## src/rtl/board_io_ctrl.sv

```systemverilog
`default_nettype none
// ============================================================================
// Module   : board_io_ctrl
// Brief    : Switch/button synchroniser + debouncer, sticky button IRQs, LED
//            register. Optional LED PWM dimming via macro BOARD_IO_PWM_EN.
// Revision : 1.0 - initial release
// ============================================================================
module board_io_ctrl #(
  parameter int SW_WIDTH        = 16,
  parameter int BTN_COUNT       = 1,
  parameter int LED_WIDTH       = 16,
  parameter int DEBOUNCE_CYCLES = 800000,
  parameter int SYNC_STAGES     = 2
) (
  input  logic                 clk_i,
  input  logic                 srstn_i,
  input  logic [SW_WIDTH-1:0]  sw_i,
  input  logic [BTN_COUNT-1:0] btn_i,
  output logic [SW_WIDTH-1:0]  sw_o,
  output logic [BTN_COUNT-1:0] btn_o,
  output logic [BTN_COUNT-1:0] btn_irq_o,
  output logic                 btn_irq_any_o,
  input  logic [BTN_COUNT-1:0] irq_ack_i,
  input  logic [LED_WIDTH-1:0] led_i,
  input  logic                 led_we_i,
  input  logic [7:0]           brightness_i,
  output logic [LED_WIDTH-1:0] led_o
);

  localparam int NCH = SW_WIDTH + BTN_COUNT;
  // In bypass mode the stable register itself acts as the last synchroniser stage.
  localparam int SYNC_FF = (DEBOUNCE_CYCLES == 0) ? SYNC_STAGES - 1 : SYNC_STAGES;

  logic [NCH-1:0]       sync_d [SYNC_FF];
  logic [NCH-1:0]       sync_q [SYNC_FF];
  logic [NCH-1:0]       w_sync;
  logic [NCH-1:0]       stable_d;
  logic [NCH-1:0]       stable_q;
  logic [BTN_COUNT-1:0] w_btn_rise;
  logic [BTN_COUNT-1:0] irq_d;
  logic [BTN_COUNT-1:0] irq_q;
  logic [LED_WIDTH-1:0] led_d;
  logic [LED_WIDTH-1:0] led_q;

  always_comb begin
    sync_d[0] = {btn_i, sw_i};
    for (int i = 1; i < SYNC_FF; i++) begin
      sync_d[i] = sync_q[i-1];
    end
  end

  assign w_sync = sync_q[SYNC_FF-1];

  generate
    if (DEBOUNCE_CYCLES == 0) begin : g_bypass
      assign stable_d = w_sync;
    end else begin : g_debounce
      localparam int            CW      = $clog2(DEBOUNCE_CYCLES + 1);
      localparam logic [CW-1:0] CNT_MAX = CW'(DEBOUNCE_CYCLES - 1);

      logic [CW-1:0] cnt_d [NCH];
      logic [CW-1:0] cnt_q [NCH];

      // Counter tracks consecutive disagreement; it never runs past CNT_MAX.
      always_comb begin
        for (int i = 0; i < NCH; i++) begin
          stable_d[i] = stable_q[i];
          cnt_d[i]    = '0;
          if (w_sync[i] != stable_q[i]) begin
            if (cnt_q[i] == CNT_MAX) begin
              stable_d[i] = w_sync[i];
            end else begin
              cnt_d[i] = cnt_q[i] + CW'(1);
            end
          end
        end
      end

      always_ff @(posedge clk_i) begin
        if (!srstn_i) begin
          for (int i = 0; i < NCH; i++) begin
            cnt_q[i] <= '0;
          end
        end else begin
          for (int i = 0; i < NCH; i++) begin
            cnt_q[i] <= cnt_d[i];
          end
        end
      end
    end
  endgenerate

  // A set on the same edge as an ack wins.
  always_comb begin
    w_btn_rise = stable_d[NCH-1:SW_WIDTH] & ~stable_q[NCH-1:SW_WIDTH];
    irq_d      = (irq_q & ~irq_ack_i) | w_btn_rise;
    led_d      = led_we_i ? led_i : led_q;
  end

  always_ff @(posedge clk_i) begin
    if (!srstn_i) begin
      for (int i = 0; i < SYNC_FF; i++) begin
        sync_q[i] <= '0;
      end
      stable_q <= '0;
      irq_q    <= '0;
      led_q    <= '0;
    end else begin
      for (int i = 0; i < SYNC_FF; i++) begin
        sync_q[i] <= sync_d[i];
      end
      stable_q <= stable_d;
      irq_q    <= irq_d;
      led_q    <= led_d;
    end
  end

  assign sw_o          = stable_q[SW_WIDTH-1:0];
  assign btn_o         = stable_q[NCH-1:SW_WIDTH];
  assign btn_irq_o     = irq_q;
  assign btn_irq_any_o = |irq_q;

`ifdef BOARD_IO_PWM_EN
  logic [7:0] pwm_cnt_d;
  logic [7:0] pwm_cnt_q;
  logic       w_pwm_on;

  always_comb begin
    pwm_cnt_d = pwm_cnt_q + 8'd1;
    w_pwm_on  = (pwm_cnt_q < brightness_i) || (brightness_i == 8'hFF);
  end

  always_ff @(posedge clk_i) begin
    if (!srstn_i) begin
      pwm_cnt_q <= '0;
    end else begin
      pwm_cnt_q <= pwm_cnt_d;
    end
  end

  assign led_o = led_q & {LED_WIDTH{w_pwm_on}};
`else
  logic unused_brightness;
  assign unused_brightness = ^brightness_i;
  assign led_o             = led_q;
`endif

endmodule
`default_nettype wire

```

## config.mk

```make
export PLATFORM = sky130hd
export DESIGN_NAME = board_io_ctrl
export DESIGN_NICKNAME = d
export VERILOG_FILES = /design/src/rtl/board_io_ctrl.sv
export SDC_FILE = /design/constraint.sdc
export NUM_CORES = 1
export LEC_CHECK = 0
export CAP_MARGIN = 30
export CORE_MARGIN = 2
export CORE_UTILIZATION = 50
export DETAILED_ROUTE_END_ITERATION = 6
export GPL_ROUTABILITY_DRIVEN = 0
export PLACE_DENSITY_LB_ADDON = 0.25
export SYNTH_ARGS = -nofsm -noshare
export SYNTH_HDL_FRONTEND = slang
export SYNTH_SLANG_ARGS = --single-unit
```

## constraint.sdc

```tcl
create_clock -name clk_i -period 6.2 [get_ports clk_i]
set_input_delay 0.93 -clock clk_i [delete_from_list [all_inputs] [get_ports clk_i]]
set_output_delay 0.93 -clock clk_i [all_outputs]
set_load 0.02 [all_outputs]
```

Fig. 1: run 1, PDN straps and rails
The bar under the picture is 50 um long. Pins as bars on the die edge.
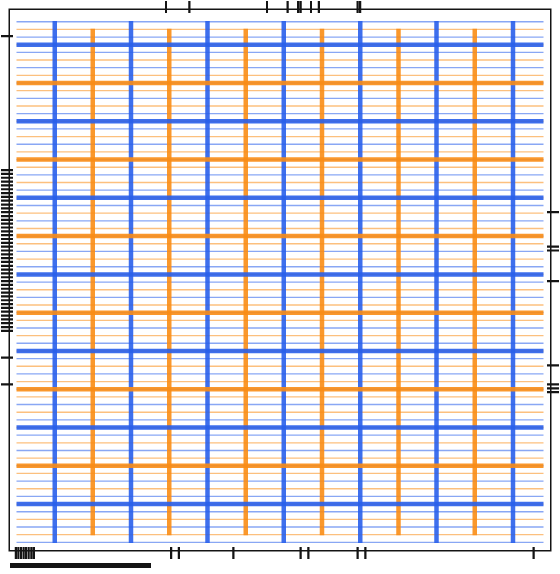
- VDD: orange
- VSS: blue
- met5 straps: 13
- met4 straps: 13
- rows: 68
Core ar.: 34630 um2
Die W: 191.9 um
Die H: 191.9 um

Fig. 2: run 1, placed cells, one colour a class
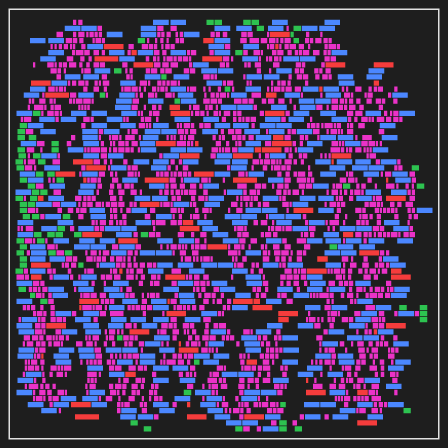
- flops: blue (cells 408; share of their area 41%)
- combinational and other logic: magenta (cells 1531; share of their area 47%)
- other buffers and delay cells: green (cells 81; share of their area 4.0%)
- clock drivers and dummy loads: red (cells 82; share of their area 7.9%)
Finished Core Util: 58.67%
# rows: 68

==> reports/qor.yml, run 1 <==
portBuffers: 71
post_synth_ao_oa_area_fraction_pct: 8.431
vias: 13978
top_layer: "met4"
hold_slack_ns: 0.4302
path_cells: "clkdlybuf4s50_1"
flop_area_um2: 8168
p_leak_nw: 6.262
yosys_cells: 1997
grt_pass1_wl_um: 58650
clk_share_pct: 7.661
vias_per_cell: 5.467
fin_crit_sh_pct: 40.32
ff_type: "dfxtp_1"
path_delay_family: "buffers and inverters"
comb_area_um2: 8987
postCtsSetupBuffers: 0
use_met2_pct: 31.55
drc: 0
hold_depth: 1
cts_resized: 0
cts-hold-fix-buffers: 0
cts_buffers: 44
dpl-instance-area_um2: 18760
cp.depth: 1
diodes: 0
inverters: 68
ys_sh_simple_pct: 29.27
cap_violations: 0
area_growth_pct: 15.14
routed_wirelength_um: 33550
min_to: "sync_q[0][17]"
grt_pass1_vias: 13198
setup-violations-final: 0
min_from: "sync_q[0][0]"
drtIter0Drc: 689
top_area_cell: "dfxtp_1"
power_density_nw_per_um2: 270.5
most_common_cell: "dfxtp_1"
drt-wirelength-per-cell_um: 13.12
layout.nets: 2128
ys.flops: 408
comb_share_pct: 44.24
top_usage_layer: "met2"
slowest_stage: "clkdlybuf4s50_1"
cpPeakStageDelay_ns: 0.64
xor_share_pct: 11.12
grt_util_met3_pct: 3.380
well_tap_count: 455
drive_gt1_share_pct: 5.423
hp-class: "register to register"
syn_area_per_cell_um2: 8.836
grt_max_degree: 67
r2r_start: "g_debounce.cnt_q[0][160]"
startpoint_type: "register"
initCoreUtil_pct: 50.96
synthTopCellsByArea: "dfxtp_1 46%, xnor2_1 6.0%, nor2_1 5.9%"
fp_nets: 2059
ys_chip_area_um2: 17650
grtUsageTotal_pct: 18.32
status: "finished, final reports clean"
cts.path.max_buffers: 3
dp_cells: 2475
warnings: 34
timing.slew.headroom_pct: 37.26
cts_tree: "yes"
comb_cells: 1463
final_area_um2: 20320
cts_max_level: 2
ir_drop_v: 0.0001982
edf_count: 0
syn_inst: 1997
top_area_cell_class: "combinational gates"
dr_wl_met2_um: 15530
worstSetupEndpoint: "sw_o[15]"
clkSinkCount: 408
critical_path_class: "register to output pin"
use_met1_pct: 23.26
setup_ws_ns: 3.700
logic_family: "simple AND/OR/NAND/NOR gates"
crit_path_end_kind: "output pin"
ys_types: 47
reg2reg_depth: 6
worstMarginPinSlew_ns: 0.9381
hold_viol_final: 0
wl_met1_um: 15970
crit_arrival_ns: 1.57
synth_area_um2: 17650
post-place-ws_ns: 3.332
clk_pin_slew_ns: 0.06
seq-cell-share_pct: 40.20
signal_buffers: 81
r2r_slack_ns: 3.89
io_pins: 80
critPathLaunch: "stable_q[15]"
nClkBuffers: 65
muxShareOfSynthArea_pct: 0.9076
setup_tns_ns: 0
ant_nets: 0
grt_overflow: 0
final-instance-count-excl-fill: 2557
ys_seq_share_pct: 46.29
hpwl_um: 22200
buf_share_pct: 3.843
crit_required_ns: 5.27
drt_first_pass_iters: 6
cts-root-buf: "clkbuf_16"
power_mw: 5.496
fmaxAchievable_mhz: 400.0
rr_endpoint: "g_debounce.cnt_q[0][178]"
synthTopCellsByCount: "408 x dfxtp_1, 276 x nor2_1, 127 x nand3_1"
fin_crit_ns: 2.500
ys_sh_adder_pct: 1.205
Fig. 3: run 1, clock distribution
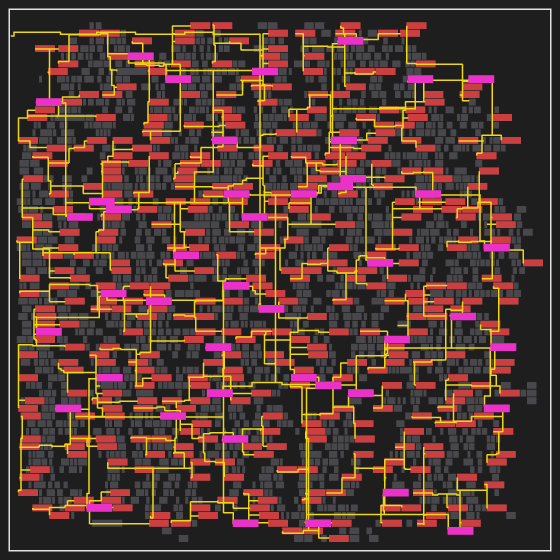
- clock drivers: magenta (count 44)
- clock wires: yellow (length 4890 um)
- flip-flops: red (count 408)
- flops lie: spread over the die
clock power share: 49.8%
clk_skew: 0.01397 ns
Late-Pin Clk Latency: 0.54 ns

==> run 1: sequential cells by signal, summed over array words and instances, names as in the netlist <==
| register | count |
|---|---|
| btn_irq_any_o | 1 |
| g_debounce.cnt_q | 340 |
| led_o | 16 |
| stable_q | 17 |
| sync_q | 34 |
==> run 1: report_power, final <==
part / switching [mW] / internal, mW / total [mW] / leakage (nW)
clock: 1.04 / 1.70 / 2.74 / 0.764
sequential: 0.0108 / 2.64 / 2.65 / 3.30
combinational: 0.0555 / 0.0494 / 0.105 / 2.20
==> run 1: logic make-up (layout without fill, tap and decap cells) <==
group	Yosys count	in the layout
muxes	16	16
adders and majority gates	17	17
AOI/OAI and AO/OA	250	250
and+or+nand+nor	956	956
buffers and inverters	126	231
xor gates and xnor gates	224	224
DFF	408	408
Fig. 4: run 1, wiring by layer
The bar under the picture is 50 um long.
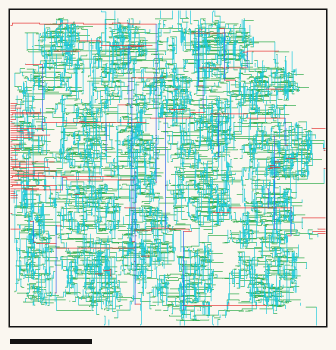

==> run 1 -> run 2 <==
Clock period 6.2 ns to 2.3 ns, I/O delays scaled along.
Fig. 5: run 2, wiring by layer
The bar under the picture is 50 um long.
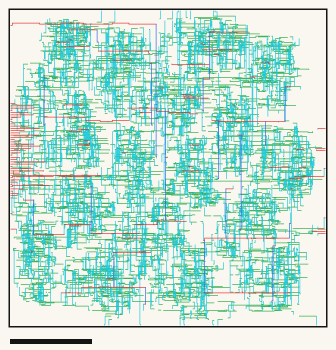
- metal 3: red (wire length 1360 um)
- metal 1: green (wire length 15600 um)
- metal 2: cyan (wire length 15700 um)
- metal 4: blue (wire length 581 um)
routed wire length: 33290 um
drt wl/cell: 12.88 um

==> reports/qor.yml, run 2 <==
hpwl_um: 22800
fill_cells: 2970
area_growth_pct: 16.56
syn_area_per_cell_um2: 8.836
setup-violations-final: 0
timing.slew.headroom_pct: 70.76
wl_met1_um: 15620
drt_first_pass_iters: 6
edf_count: 0
fmaxAchievable_mhz: 498.5
drtIter0Drc: 567
diodes: 0
powerSeq_mw: 7.15
antenna_found_initial: 0
final-instance-count-excl-fill: 2585
drc: 0
cap_violations: 0
p_comb_mw: 0.299
cts_tree: "yes"
portBuffers: 71
reg_top3: "g_debounce.cnt_q x340, sync_q x34, stable_q x17"
ff_type: "dfxtp_1"
ys_seq_share_pct: 46.29
ys_types: 47
crit_required_ns: 2.78
ys_chip_area_um2: 17650
largest_register: "g_debounce.cnt_q"
rsz0062_at_grt: "false"
cp.depth: 5
slowest_stage: "or4_1"
use_met1_pct: 23.01
setup_ws_ns: 0.2940
ys.flops: 408
fin_skew_ns: 0.02528
die_w_um: 191.9
hold_viol_final: 0
clk_pin_slew_ns: 0.06
critPathLaunch: "g_debounce.cnt_q[0][220]"
r2r_start: "g_debounce.cnt_q[0][220]"
vias: 14098
synth_area_um2: 17650
use_met2_pct: 31.85
top_cell_area_share_pct: 46.29
crit_path_end_kind: "register"
startpoint_type: "register"
fin_crit_ns: 2.006
synthArstFlopShare_pct: 0
grt_pass1_wl_um: 58110
ir_drop_v: 0.0005564
reg2reg_depth: 5
grt_overflow: 0
p_leak_nw: 6.407
grt_pass1_vias: 13156
postCtsSetupBuffers: 0
io_pins: 80
combPwrFrac_pct: 2.0
logic_family: "simple AND/OR/NAND/NOR gates"
ys_sh_adder_pct: 1.205
pwr-share-clk_pct: 50.4
fin_crit_sh_pct: 87.22
drive_gt1_share_pct: 6.714
setup_tns_ns: 0
dpl-instance-area_um2: 18960
final_common_cell: "dfxtp_1"
seqPwrFrac_pct: 47.6
crit_arrival_ns: 2.49
cts_resized: 0
yosys_cells: 1997
top_layer: "met4"
switchingPower_mw: 3.025
worstMarginPinSlew_ns: 0.4346
wl_met3_um: 1362
path_cells: "ha_1, nand4_1, or3_1, or4_1, a21oi_1"
synthTopCellsByArea: "dfxtp_1 46%, xnor2_1 6.0%, nor2_1 5.9%"
grt_util_met3_pct: 3.435
cts.path.max_buffers: 3
rows: 68
insertion_delay_ns: 0.55
core_um2: 34630
p_int_mw: 11.98
post_synth_ao_oa_area_fraction_pct: 8.431
pg_clk_mw: 7.56
status: "finished, final reports clean"
dp_cells: 2502
xor_share_pct: 11.12
syn_inst: 1997
sw_frac_of_total_pct: 20.16
ant_nets: 0
cts-hold-fix-buffers: 0
worst-path-max-fanout: 7
lay_top_cells: "408 x dfxtp_1, 276 x nor2_1, 127 x nand3_1"
hp-class: "input port to register"
top_usage_layer: "met2"
clkSinkCount: 408
yosys_warnings: 0
die_h_um: 191.9
vias_per_cell: 5.454
muxShareOfSynthArea_pct: 0.9076
layout.nets: 2156
path_buffers: 0
grt_max_degree: 21
cts_buffers: 45
hold_slack_ns: 0.1808
critical_path_class: "register to register"
power.group.top: "the clock network"
synthTopCellsByCount: "408 x dfxtp_1, 276 x nor2_1, 127 x nand3_1"
cpPeakStageDelay_ns: 0.52
r2r_slack_ns: 0.29
largest_reg_flops: 340
grtUsageTotal_pct: 18.24
dr_wl_met2_um: 15730
power_density_nw_per_um2: 729.6
post-place-ws_ns: 0.3022
initCoreUtil_pct: 50.96
ys_sh_simple_pct: 29.27
rr_endpoint: "g_debounce.cnt_q[0][238]"
slew_viol_final: 0
path_delay_family: "simple AND/OR/NAND/NOR gates"
cts-root-buf: "clkbuf_16"
cts_max_level: 2
worstSetupEndpoint: "g_debounce.cnt_q[0][238]"
die-area_um2: 36810
power_mw: 15.01
top_area_cell: "dfxtp_1"
warnings: 34
fp_nets: 2059
most_common_cell: "dfxtp_1"
Fig. 6: run 2, placed cells, one colour a class
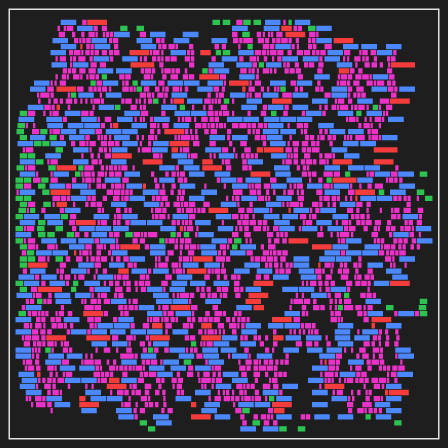
- combinational and other logic: magenta (cells 1531; share of their area 46%)
- other buffers and delay cells: green (cells 108; share of their area 4.9%)
- flops: blue (cells 408; share of their area 41%)
- clock drivers and dummy loads: red (cells 83; share of their area 8.0%)
Finished Core Util: 59.39%
Design Area, Final: 20570 um2
Seq/total area: 39.71%

## run 2: worst min path at each step
stage | from | to | slack [ns] | depth (start not counted)
6_report | srstn_i | stable_q[2] | 0.18 | 2
2_1_floorplan | sync_q[0][0] | sync_q[0][17] | 0.41 | 1
5_1_grt | srstn_i | stable_q[2] | 0.18 | 2
3_5_place_dp | sync_q[0][15] | sync_q[0][32] | 0.42 | 1
3_3_place_gp | sync_q[0][12] | sync_q[0][29] | 0.41 | 1
4_1_cts | srstn_i | stable_q[2] | 0.16 | 2
## run 2: layout make-up
class                           count  area [um2]  area share (%)
Clock buffer                       64        1328           6.455
Clock inverter                     19       276.5           1.344
Inverter                           68       255.2           1.241
Multi-Input combinational cell   1463        8987           43.70
Sequential cell                   408        8168           39.71
Tap cell                          455       569.3           2.768
Timing Repair Buffer              108       983.4           4.782
Fig. 7: run 2, routing congestion
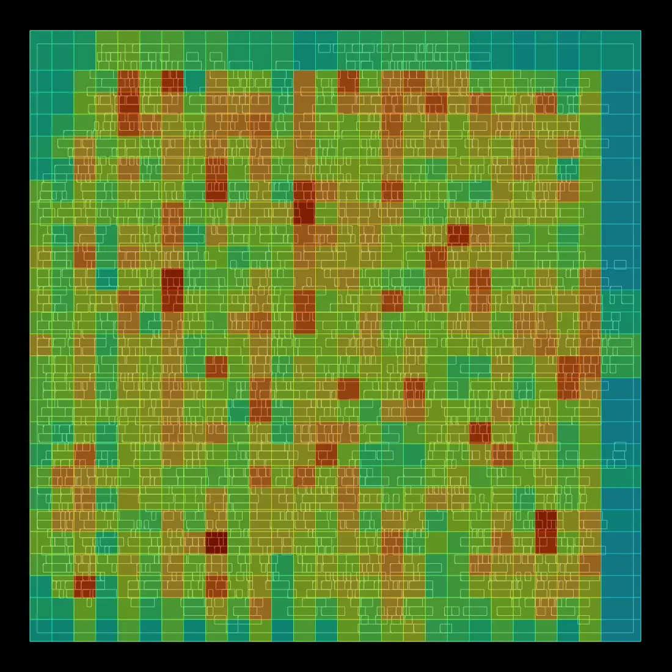

==> run 2 -> run 3 <==
--- a/config.mk
+++ b/config.mk
@@ -9,4 +9,5 @@
 export CORE_MARGIN = 2
 export CORE_UTILIZATION = 50
+export CTS_CLUSTER_DIAMETER = 60
 export DETAILED_ROUTE_END_ITERATION = 6
 export GPL_ROUTABILITY_DRIVEN = 0
==> constraint.sdc (replaced) <==
create_clock -name clk_i -period 2.6 [get_ports clk_i]
set_input_delay 0.52 -clock clk_i [delete_from_list [all_inputs] [get_ports clk_i]]
set_output_delay 0.52 -clock clk_i [all_outputs]
set_load 0.02 [all_outputs]
Fig. 8: run 3, routing congestion
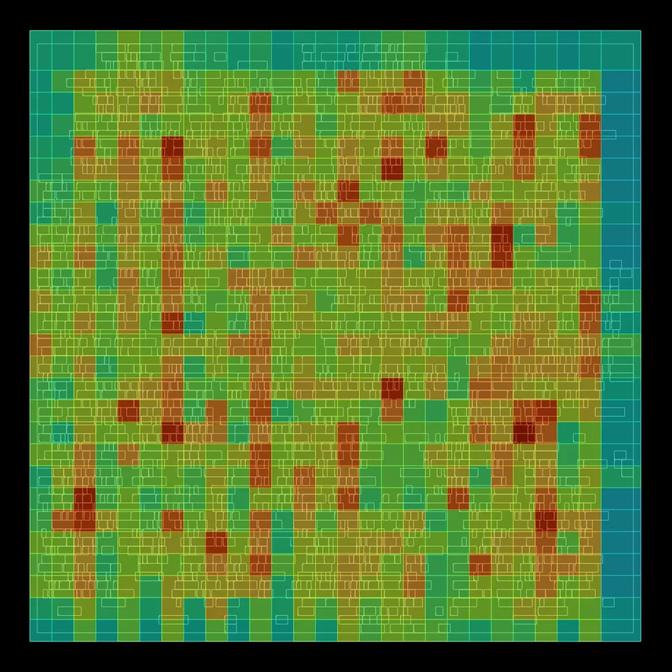
met3 usage: 3.563%
GRT busiest layer: met2
Finished Core Util: 58.50%

==> reports/qor.yml, run 3 <==
core_um2: 34630
grtUsageTotal_pct: 18.57
cts_max_level: 2
ys_types: 47
cts-root-buf: "clkbuf_16"
ant_nets: 0
die_w_um: 191.9
hp-class: "register to register"
setup-violations-final: 0
critical_path_class: "register to register"
r2r_slack_ns: 0.44
seqPwrFrac_pct: 50.8
diodes: 0
cts-hold-fix-buffers: 0
crit_arrival_ns: 2.63
power_mw: 12.46
worst-path-max-fanout: 7
slew_viol_final: 0
crit_required_ns: 3.07
insertion_delay_ns: 0.54
cts_resized: 0
xor_share_pct: 11.12
initCoreUtil_pct: 50.96
sw_frac_of_total_pct: 20.68
ys_sh_simple_pct: 29.27
lay_top_cells: "408 x dfxtp_1, 276 x nor2_1, 127 x nand3_1"
powerSeq_mw: 6.33
min_from: "sync_q[0][2]"
fin_crit_ns: 2.161
clkSinkCount: 408
top_cell_area_share_pct: 46.29
dpl-instance-area_um2: 18890
fin_crit_sh_pct: 83.12
yosys_warnings: 0
dr_wl_met2_um: 15770
min_to: "sync_q[0][19]"
antenna_found_initial: 0
combPwrFrac_pct: 2.1
switchingPower_mw: 2.577
setup_tns_ns: 0
fill_cells: 2994
reg2reg_depth: 5
pwr-share-clk_pct: 47.1
p_comb_mw: 0.262
p_leak_nw: 6.253
hold_depth: 1
path_delay_family: "simple AND/OR/NAND/NOR gates"
hpwl_um: 22810
top_layer: "met4"
drive_gt1_share_pct: 5.771
drt_first_pass_iters: 5
ff_type: "dfxtp_1"
drt-wirelength-per-cell_um: 13.15
worstMarginPinSlew_ns: 0.5874
vias_per_cell: 5.495
io_pins: 80
crit_path_end_kind: "register"
die_h_um: 191.9
grt_overflow: 0
clk_pin_slew_ns: 0.06
ys.flops: 408
cpPeakStageDelay_ns: 0.53
timing.slew.headroom_pct: 60.76
grt_max_degree: 23
muxShareOfSynthArea_pct: 0.9076
wl_met3_um: 1414
largest_register: "g_debounce.cnt_q"
startpoint_type: "register"
ys_chip_area_um2: 17650
layout.nets: 2145
most_common_cell: "dfxtp_1"
area_growth_pct: 14.81
power.group.top: "sequential cells"
grt_pass1_wl_um: 59310
fmaxAchievable_mhz: 462.7
edf_count: 0
yosys_cells: 1997
p_int_mw: 9.883
rsz0062_at_grt: "false"
drc: 0
logic_family: "simple AND/OR/NAND/NOR gates"
ys_seq_share_pct: 46.29
rows: 68
cp.depth: 5
synthTopCellsByCount: "408 x dfxtp_1, 276 x nor2_1, 127 x nand3_1"
slowest_stage: "or4_1"
die-area_um2: 36810
use_met1_pct: 23.56
ys_sh_adder_pct: 1.205
pg_clk_mw: 5.87
cts_buffers: 44
reg_top3: "g_debounce.cnt_q x340, sync_q x34, stable_q x17"
critPathLaunch: "g_debounce.cnt_q[0][220]"
grt_pass1_vias: 13369
path_buffers: 0
warnings: 34
cap_violations: 0
syn_inst: 1997
post_synth_ao_oa_area_fraction_pct: 8.431
top_area_cell: "dfxtp_1"
drtIter0Drc: 569
use_met2_pct: 31.92
cts.path.max_buffers: 3
syn_area_per_cell_um2: 8.836
portBuffers: 71
final_area_um2: 20260
final_common_cell: "dfxtp_1"
vias: 14116
rr_endpoint: "g_debounce.cnt_q[0][238]"
path_cells: "ha_1, nand4_1, or3_1, or4_1, a21oi_1"
cts_tree: "yes"
power_density_nw_per_um2: 615.0
largest_reg_flops: 340
routed_wirelength_um: 33780
worstSetupEndpoint: "g_debounce.cnt_q[0][238]"
synthTopCellsByArea: "dfxtp_1 46%, xnor2_1 6.0%, nor2_1 5.9%"
postCtsSetupBuffers: 0
synth_area_um2: 17650
r2r_start: "g_debounce.cnt_q[0][220]"
wl_met1_um: 15880
status: "finished, final reports clean"
synthArstFlopShare_pct: 0
Fig. 9: run 3, PDN straps and rails
The bar under the picture is 50 um long. Pins as bars on the die edge.
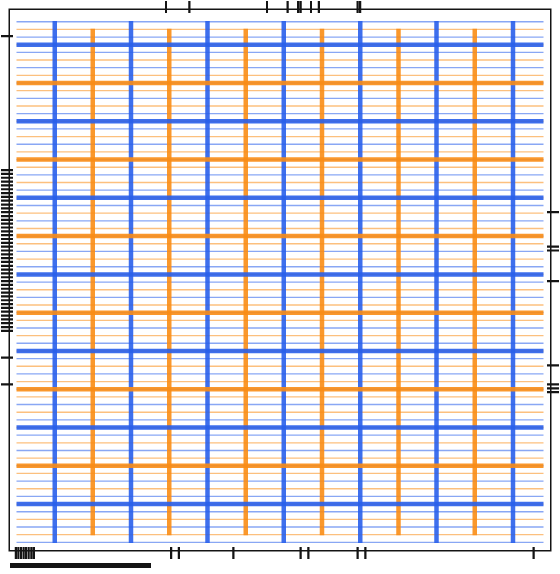
- VSS: blue
- VDD: orange
- signal pins: 80
- met1 rails: 69
- rows: 68
VDD IR max: 0.0005146 V

run 3: area by class of cell:
type / count / area [um2] / area share [%]
sequential: 408 / 8168 / 40.32
clock inverter: 11 / 65.06 / 0.3212
multi-input combinational: 1463 / 8987 / 44.36
clock buffer: 66 / 1305 / 6.442
inverter: 68 / 255.2 / 1.260
timing repair buffer: 98 / 908.4 / 4.484
tap: 455 / 569.3 / 2.810
run 3: through the flow:
stage | hold slack, ns | setup WS, ns | cells
after global routing | 0.4470 | 0.3160 | 2569
after global placement | 0.4140 | 0.5131 | 2492
after detailed placement | 0.4204 | 0.4610 | 2492
final | 0.4277 | 0.4388 | 2569
after CTS | 0.4325 | 0.4273 | 2569
after floorplan | 0.4119 | 0.6251 | 1997
No activity file was given, so power comes from the tool's default toggle rates.
